**src/rtl/instr_fetch.sv**
```systemverilog
// -----------------------------------------------------------------------------
// instr_fetch -- instruction fetch unit
//
// Reads one instruction word per fetch from a synchronous instruction memory
// (data returned the cycle after the read enable), holds it, and offers it
// downstream with a valid/ready handshake. Each instruction takes three cycles:
// FETCH (issue the read), WAIT (latch the returned word), ISSUE (offer it until
// accepted). A redirect from execute discards whatever is in flight and
// refetches from the target. Fetching opcode 4'b1111 parks the unit in HALT
// until reset.
//
// Ports
//   clk           sole clock, rising edge
//   rst_n         synchronous active-low reset
//   imem_en       instruction-memory read enable (high only in FETCH)
//   imem_addr     instruction-memory read address (the PC)
//   imem_data     read data, valid the cycle after imem_en
//   opcode        opcode of the held instruction, NOP (0) while not valid
//   Operands      remaining fields of the held instruction
//   PCOut         address of the held instruction
//   InstrValid    held instruction is offered downstream
//   InstrReady    downstream accepts the offered instruction
//   BranchTaken   redirect request from execute
//   BranchTarget  redirect address
//   Halted        HALT opcode fetched; fetching stopped until reset
//   InstrCount    saturating count of accepted instructions
// -----------------------------------------------------------------------------
module instr_fetch #(
    parameter int PC_W    = 8,
    parameter int INSTR_W = 16
) (
    input  logic               clk,
    input  logic               rst_n,
    output logic               imem_en,
    output logic [PC_W-1:0]    imem_addr,
    input  logic [INSTR_W-1:0] imem_data,
    output logic [3:0]         opcode,
    output logic [INSTR_W-5:0] Operands,
    output logic [PC_W-1:0]    PCOut,
    output logic               InstrValid,
    input  logic               InstrReady,
    input  logic               BranchTaken,
    input  logic [PC_W-1:0]    BranchTarget,
    output logic               Halted,
    output logic [15:0]        InstrCount
);

    localparam logic [3:0] HALT_OP = 4'b1111;

    typedef enum logic [1:0] {
        FETCH = 2'd0,
        WAIT  = 2'd1,
        ISSUE = 2'd2,
        HALT  = 2'd3
    } state_t;

    state_t               state;
    logic [PC_W-1:0]      pc;
    logic [INSTR_W-1:0]   ir;

    wire                  transfer = (state == ISSUE) && InstrReady;
    wire [3:0]            fetched_op = imem_data[INSTR_W-1 -: 4];

    // NOTE: every register in this block is assigned with <= so all updates
    // see the pre-edge values, regardless of statement order.
    always_ff @(posedge clk) begin
        if (!rst_n) begin
            state      <= FETCH;
            pc         <= '0;
            ir         <= '0;
            PCOut      <= '0;
            InstrCount <= '0;
        end else begin
            case (state)
                FETCH: begin
                    if (BranchTaken) begin
                        pc    <= BranchTarget;
                        state <= FETCH;
                    end else begin
                        state <= WAIT;
                    end
                end

                WAIT: begin
                    // A redirect wins over the returned word, including a HALT
                    // opcode: the word is dropped and never reaches ISSUE.
                    if (BranchTaken) begin
                        pc    <= BranchTarget;
                        state <= FETCH;
                    end else begin
                        ir    <= imem_data;
                        PCOut <= pc;
                        state <= (fetched_op == HALT_OP) ? HALT : ISSUE;
                    end
                end

                ISSUE: begin
                    if (transfer && (InstrCount != 16'hFFFF)) begin
                        InstrCount <= InstrCount + 16'd1;
                    end
                    // A redirect coincident with a transfer still counts the
                    // accepted instruction, but the next PC is the target.
                    if (BranchTaken) begin
                        pc    <= BranchTarget;
                        state <= FETCH;
                    end else if (transfer) begin
                        pc    <= pc + PC_W'(1);
                        state <= FETCH;
                    end
                end

                HALT: begin
                    state <= HALT;
                end

                default: begin
                    state <= FETCH;
                end
            endcase
        end
    end

    // Outputs are decoded from registered state only. The read enable is also
    // gated by rst_n so it stays low while reset is held even though the
    // state register already reads FETCH, and rises in the first cycle after
    // release without losing a cycle.
    assign imem_en    = rst_n && (state == FETCH);
    assign imem_addr  = pc;
    assign InstrValid = (state == ISSUE);
    assign Halted     = (state == HALT);
    // The decoder sees NOP whenever nothing is offered.
    assign opcode     = InstrValid ? ir[INSTR_W-1 -: 4] : 4'b0000;
    assign Operands   = ir[INSTR_W-5:0];

endmodule

```
**config.mk**
```make
export PLATFORM = sky130hd
export DESIGN_NAME = instr_fetch
export DESIGN_NICKNAME = d
export VERILOG_FILES = /design/src/rtl/instr_fetch.sv
export SDC_FILE = /design/constraint.sdc
export NUM_CORES = 1
export LEC_CHECK = 0
export ABC_AREA = 1
export CORE_MARGIN = 2
export CORE_UTILIZATION = 45
export CTS_CLUSTER_DIAMETER = 150
export DETAILED_ROUTE_END_ITERATION = 8
export PLACE_DENSITY = 0.77
export SYNTH_ARGS = -nofsm -noshare
export SYNTH_HDL_FRONTEND = slang
export SYNTH_SLANG_ARGS = --single-unit
```
**constraint.sdc**
```tcl
create_clock -name clk -period 1.7 [get_ports clk]
set_clock_uncertainty 0.1 [all_clocks]
set_input_delay 0.17 -clock clk [delete_from_list [all_inputs] [get_ports clk]]
set_output_delay 0.17 -clock clk [all_outputs]
set_load 0.02 [all_outputs]
```
==> images/layers.png <==
Scale bar: 20 um.
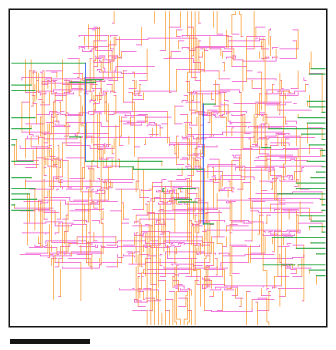
Key: M3 = green [wire length 303 um]; M2 = orange [wire length 2820 um]; M4 = blue [wire length 54.4 um]; M1 = magenta [wire length 2590 um]
DR WL/cell: 11.4 um
via count: 2484

==> images/class_map.png <==
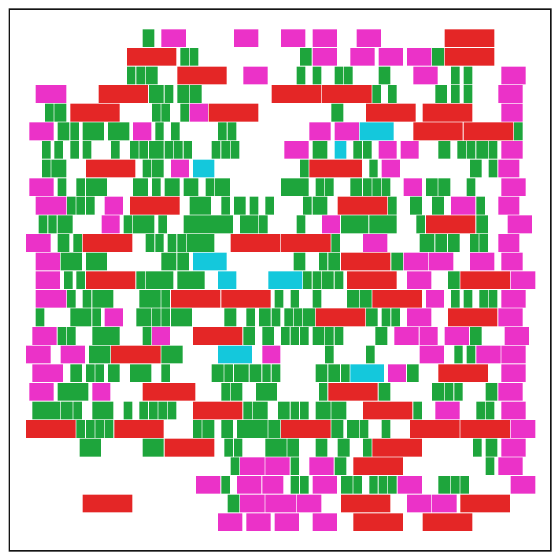
Key: registers = red [cells 50, share of their area 30%]; remaining buffers and delay cells = magenta [cells 95, share of their area 27%]; clock drivers and dummy loads = cyan [cells 8, share of their area 2.7%]; remaining logic cells = green [cells 283, share of their area 41%]
final core occ: 63.5%
core area: 5470 um2
final instance area: 3480 um2
# rows: 27

==> images/route_heat.png <==
Scale bar: 20 um. 16 x 16 tiles, from dark blue (low) to red (high), scaled to the fullest tile. Values are wire area over tile area, all layers added.
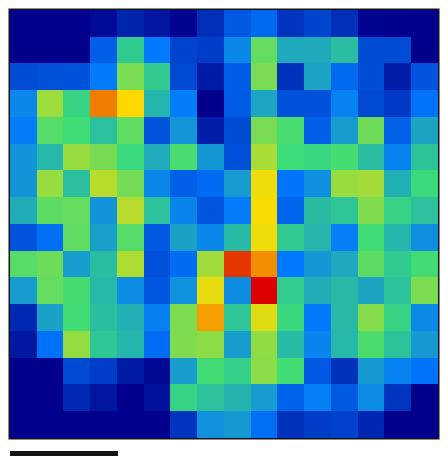
The mean over all tiles is 0.15. The fullest tile reaches 0.45. 11% of the tiles are nearly empty. The emptiest ninth of the die: south-west. 23% of the tiles are over half the peak.
all-layer global routing usage: 19.3%
detailed-route wire length: 5.77 mm

==> images/ff_map.png <==
Scale bar: 20 um.
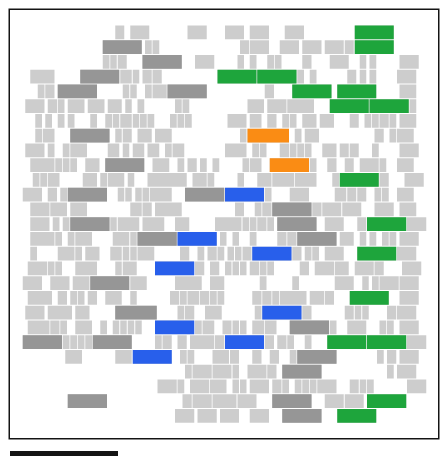
Key: `state` = orange [flops 2]; `imem_addr` = blue [flops 8]; `ir` = green [flops 16]
fraction of area in registers: 28.9%
Reg area: 1000 um2
Power Sequential: 0.00126 W

==> images/congestion_map.png <==
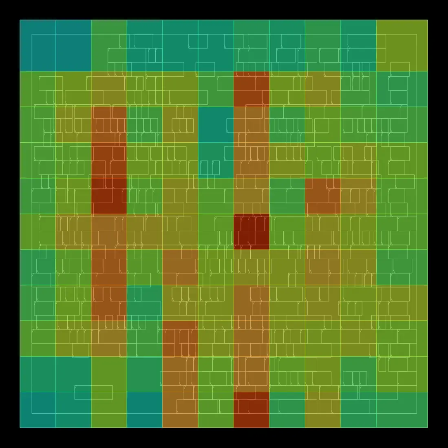
grt met1 use: 23.4%
met2 usage: 34.9%

==> qor.csv <==
metric;value;unit
status;finished, final reports clean;
Clock-cell share;2.59;%
Yosys cell types;30;
Synth area leaders;dfxtp_1 (40%), nand2_1 (11%), nor2_1 (10%);
worst hold-check path type;reg -> reg;
Longest Clk Path Bufs;2;
number of well taps;72;
Clk pwr share;29.8;%
Least-Margin Pin Slew;297;ps
# port buffers;78;
cell area after synthesis;2530;um2
syn nets;386;
GRT met3 Usage;3.52;%
Adder Share, Synth;0.991;%
Crit path largest cell delay;640;ps
highest routed layer;met4;
RD Place Congestion;0.831;
Simple-Gate Fraction of Synth Area;32.6;%
critical path cell sequence;clkdlybuf4s50_1;
first-pass GRT wire length;9.73;mm
Inst Count DP;500;
RSZ-0062 raised after global routing;false;
count of non-CTS inverters in the layout;29;
dominant logic cell type in the layout;nand2_1;
CP Capture Type;output port;
Slew HR;80.2;%
Critical Path Start Type;flop;
CTS H-tree lvls;2;
Layout area overhead;37.6;%
slowest CP cell;clkdlybuf4s50_1;
Psw;0.000641;W
Final Hold Fails;0;
family with the most delay on the worst path;buffers and inverters;
clock buffers;5;
Critical Path End;InstrCount[14];
biggest regs;InstrCount x16, ir x16;
Top Layout Cells;nand2_1 (72), nor2_1 (66), clkdlybuf4s50_1 (65);
share of layout cells above drive strength 1;13.3;%
largest net degree at the start of global routing;34;
fp_density;46.2;%
asr flop ratio synth;0;%
most frequent cells after synthesis;nand2_1 (72), nor2_1 (67), dfxtp_1 (50), o21ai_0 (33), inv_1 (24);
final worst slack;45.8;ps
fill cell count;509;
DRC;0;
crit path max fanout;6;
Synth mux share;0;%
Max VDD drop;0.306;mV
YS warnings;0;
flip-flops;50;
post-layout period usage;97.3;%
Layout Cells excl Fill;508;
MI comb cells;254;
reg-to-reg setup timing slack;140;ps
Arr. time, crit path;1380;ps
CTS Root Cell;clkbuf_8;
CTS tree;done;
grt ovf;0;
chip area line of the yosys report;2530;um2
leakage;1.44;nW
Post-CTS Resized;9;
combinational power share;16.5;%
Worst Path Required;1430;ps
sum of negative setup slack;0;ps
CP startpoint;InstrCount[14];
DR pass1 iterations;4;
sequential area share after synthesis;39.6;%
Place WS;-176;ps
syn avg cell area;7.10;um2
gr busiest metal;met2;
comb area leader;simple AND/OR/NAND/NOR gates;
Comb/total area;36.6;%
No activity file was given, so power comes from the tool's default toggle rates.
